===== src/rtl/hnoc_link_arbiter.sv =====
// rtl/hnoc_link_arbiter.sv - 4-requester burst round-robin arbiter onto a single registered link.
// Sticks with one requester for up to BurstLen flits, then rotates priority.
module hnoc_link_arbiter #(
    parameter int DataWidth = 36,
    parameter int BurstLen  = 4
) (
    input  logic                   i_clk,
    input  logic                   i_reset_n,
    input  logic [4*DataWidth-1:0] i_req_data,
    input  logic [3:0]             i_req_valid,
    output logic [3:0]             o_req_ready,
    output logic [DataWidth-1:0]   o_data,
    output logic                   o_valid,
    input  logic                   i_ready,
    output logic [1:0]             o_grant_id,
    output logic                   o_busy
);

    typedef enum logic {
        ST_IDLE = 1'b0,
        ST_FULL = 1'b1
    } state_e;

    localparam logic [3:0] BurstMax = 4'(BurstLen - 1);

    state_e               state_q, state_d;
    logic [DataWidth-1:0] data_q, data_d;
    logic [1:0]           grant_id_q, grant_id_d;
    logic [1:0]           ptr_q, ptr_d;
    logic [3:0]           burst_cnt_q, burst_cnt_d;
    logic                 last_vld_q, last_vld_d;
    logic [1:0]           last_grant_q, last_grant_d;

    logic       load_en;
    logic       burst_cont;
    logic       rr_found;
    logic [1:0] rr_sel;
    logic [1:0] sel;
    logic       accept;

    // Descending search so the requester closest to ptr wins.
    always_comb begin
        load_en    = (state_q == ST_IDLE) || i_ready;
        burst_cont = last_vld_q && i_req_valid[last_grant_q] && (burst_cnt_q < BurstMax);
        rr_found   = 1'b0;
        rr_sel     = ptr_q;
        for (int i = 3; i >= 0; i--) begin
            if (i_req_valid[ptr_q + 2'(i)]) begin
                rr_found = 1'b1;
                rr_sel   = ptr_q + 2'(i);
            end
        end
        sel    = burst_cont ? last_grant_q : rr_sel;
        accept = load_en && (burst_cont || rr_found) && i_reset_n;
    end

    always_ff @(posedge i_clk or negedge i_reset_n) begin
        if (!i_reset_n) begin
            state_q      <= ST_IDLE;
            data_q       <= '0;
            grant_id_q   <= '0;
            ptr_q        <= '0;
            burst_cnt_q  <= '0;
            last_vld_q   <= 1'b0;
            last_grant_q <= '0;
        end else begin
            state_q      <= state_d;
            data_q       <= data_d;
            grant_id_q   <= grant_id_d;
            ptr_q        <= ptr_d;
            burst_cnt_q  <= burst_cnt_d;
            last_vld_q   <= last_vld_d;
            last_grant_q <= last_grant_d;
        end
    end

    always_comb begin
        state_d = state_q;
        case (state_q)
            ST_IDLE: if (accept) state_d = ST_FULL;
            ST_FULL: if (i_ready) state_d = accept ? ST_FULL : ST_IDLE;
            default: state_d = ST_IDLE;
        endcase
    end

    // Arbitration state only moves on an accept, so backpressure freezes it.
    always_comb begin
        data_d       = data_q;
        grant_id_d   = grant_id_q;
        ptr_d        = ptr_q;
        burst_cnt_d  = burst_cnt_q;
        last_vld_d   = last_vld_q;
        last_grant_d = last_grant_q;
        if (accept) begin
            data_d       = i_req_data[int'(sel)*DataWidth +: DataWidth];
            grant_id_d   = sel;
            ptr_d        = sel + 2'd1;
            burst_cnt_d  = burst_cont ? burst_cnt_q + 4'd1 : 4'd0;
            last_vld_d   = 1'b1;
            last_grant_d = sel;
        end
    end

    always_comb begin
        o_valid     = (state_q == ST_FULL);
        o_data      = data_q;
        o_grant_id  = grant_id_q;
        o_req_ready = accept ? (4'b0001 << sel) : 4'b0000;
        o_busy      = (state_q == ST_FULL) || (|i_req_valid);
    end

endmodule


===== config.mk =====
export PLATFORM = sky130hd
export DESIGN_NAME = hnoc_link_arbiter
export DESIGN_NICKNAME = d
export VERILOG_FILES = /design/src/rtl/hnoc_link_arbiter.sv
export SDC_FILE = /design/constraint.sdc
export NUM_CORES = 1
export LEC_CHECK = 0
export CAP_MARGIN = 0
export CELL_PAD_IN_SITES_DETAIL_PLACEMENT = 2
export CELL_PAD_IN_SITES_GLOBAL_PLACEMENT = 2
export CORE_MARGIN = 2
export CORE_UTILIZATION = 21
export CTS_CLUSTER_SIZE = 14
export DETAILED_ROUTE_END_ITERATION = 10
export PLACE_DENSITY = 0.77
export SLEW_MARGIN = 0
export SYNTH_ARGS = -nofsm -noshare
export SYNTH_HDL_FRONTEND = slang
export SYNTH_SLANG_ARGS = --single-unit

===== constraint.sdc =====
create_clock -name i_clk -period 3.2 [get_ports i_clk]
set_clock_uncertainty 0.1 [all_clocks]
set_input_delay 0.64 -clock i_clk [delete_from_list [all_inputs] [get_ports i_clk]]
set_output_delay 0.64 -clock i_clk [all_outputs]
set_load 0.01 [all_outputs]

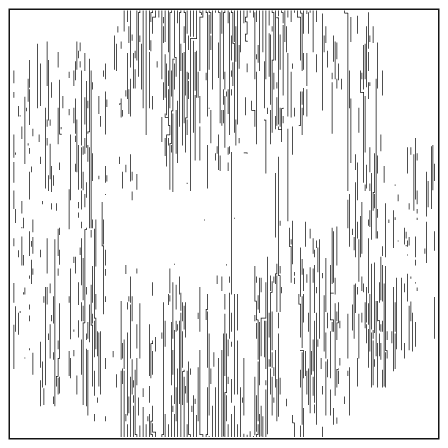
Figure 1: the metal 2 layer.
nets with wire on the layer = 599
main direction = vertical
wire length on this layer = 6880 µm
longest straight run = 51.8 µm

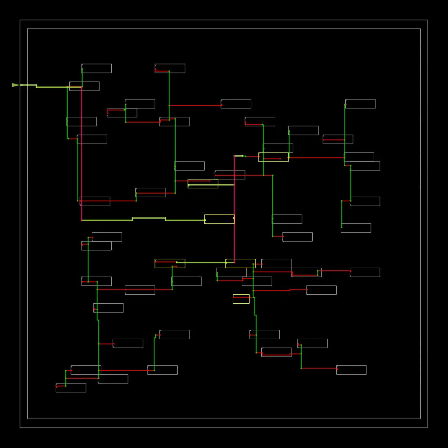
Figure 2: the clock network.
Clk. pwr: 0.000519 W
clkbuf count: 6
number of buffers created by CTS: 5
clk_lat worst skew: 0.28 ns
flip-flops: 46

## per-stage QoR
stage | hold slack [ns] | setup TNS (ns) | std cells | utilization (%) | setup slack, ns
final | 0.371 | 0 | 659 | 37.9 | 0.117
after global routing | 0.405 | 0 | 659 | 37.9 | 0.0105
after CTS | 0.376 | 0 | 659 | 38.0 | 0.0153
after floorplan | 0.244 | 0 | 266 | - | 0.212
after global placement | 0.345 | -11.90 | 647 | 36.5 | -0.562
after detailed placement | 0.357 | -14.74 | 647 | 36.5 | -0.621
## cell type report
type | instances | area [µm²]
flip-flops and latches | 46 | 1150
repair buffers | 222 | 2150
fillers | 1563 | 8950
clock buffers | 6 | 139
multi-input cells | 198 | 1790
well taps | 184 | 230
inverters | 3 | 13.8
==> results.tsv <==
stage	metric	value	unit
outcome	run status	finished, final reports clean	
cts	CTS tree	yes	
setup_path	R2R Path End	o_data[17]	
placement	Port Buffers	194	
yosys	Main logic family	multiplexers	
yosys	Synth Warn #	0	
yosys	Compound-Gate Fraction of Synth Area	18.6	%
placement	Post-DP Area	5270	µm²
cts	Post-CTS Setup Inserts	6	
floorplan	Cell Rows	44	
yosys	Mux area share	24.5	%
layout	max reg flops	36	
setup_path	reg2reg setup slack	0.39	ns
detailed_routing	routed vias	3052	
yosys	Cell Type Count	37	
detailed_routing	post-DR vias/cell	4.63	
hold_path	WHS Path Cells	1	
final_timing	Final min period	3.08	ns
placement	GPL Wtd Cong	0.696	
cts	Resize count post-CTS	24	
layout	antenna cells	0	
layout	layout cell share with drive strength beyond 1	18.5	%
yosys	Top cell area share	37.4	%
global_routing	Most Used Layer, Global Route	met2	
yosys	Synth Seq Share	37.4	%
cts	root buffer cell	clkbuf_16	
setup_path	peak fanout along the critical path	4	
final_timing	Tightest Pin Transition	0.724	ns
pwr	Combinational Power Share	65.2	%
global_routing	first-pass GRT wire length	19.1	mm
pwr	Seq. pwr	0.00100	W
pwr	sequential share of power	23.0	%
yosys	xor/xnor share	0	%
global_routing	largest net degree at the start of global routing	57	
detailed_routing	drt pass-1 iters	4	
setup_path	worst path arrival time	2.34	ns
final_timing	Slew headroom	51.7	%
detailed_routing	DRC	0	
setup_path	Crit. path cell count	9	
yosys	YS chip area	3080	µm²
setup_path	critical-path cell list	clkbuf_2 > mux4_2 > and2_4 > o31ai_4 > buf_4 > inv_4 > ha_2 > and2_1 > buf_2	
global_routing	M2 GR Usage	30.5	%
cts	Worst-path clk slew	0.06	ns
final_timing	Hold Violations, Final	0	
global_routing	met3 global-route usage	4.36	%
Power is estimated from default activity; no workload was simulated.
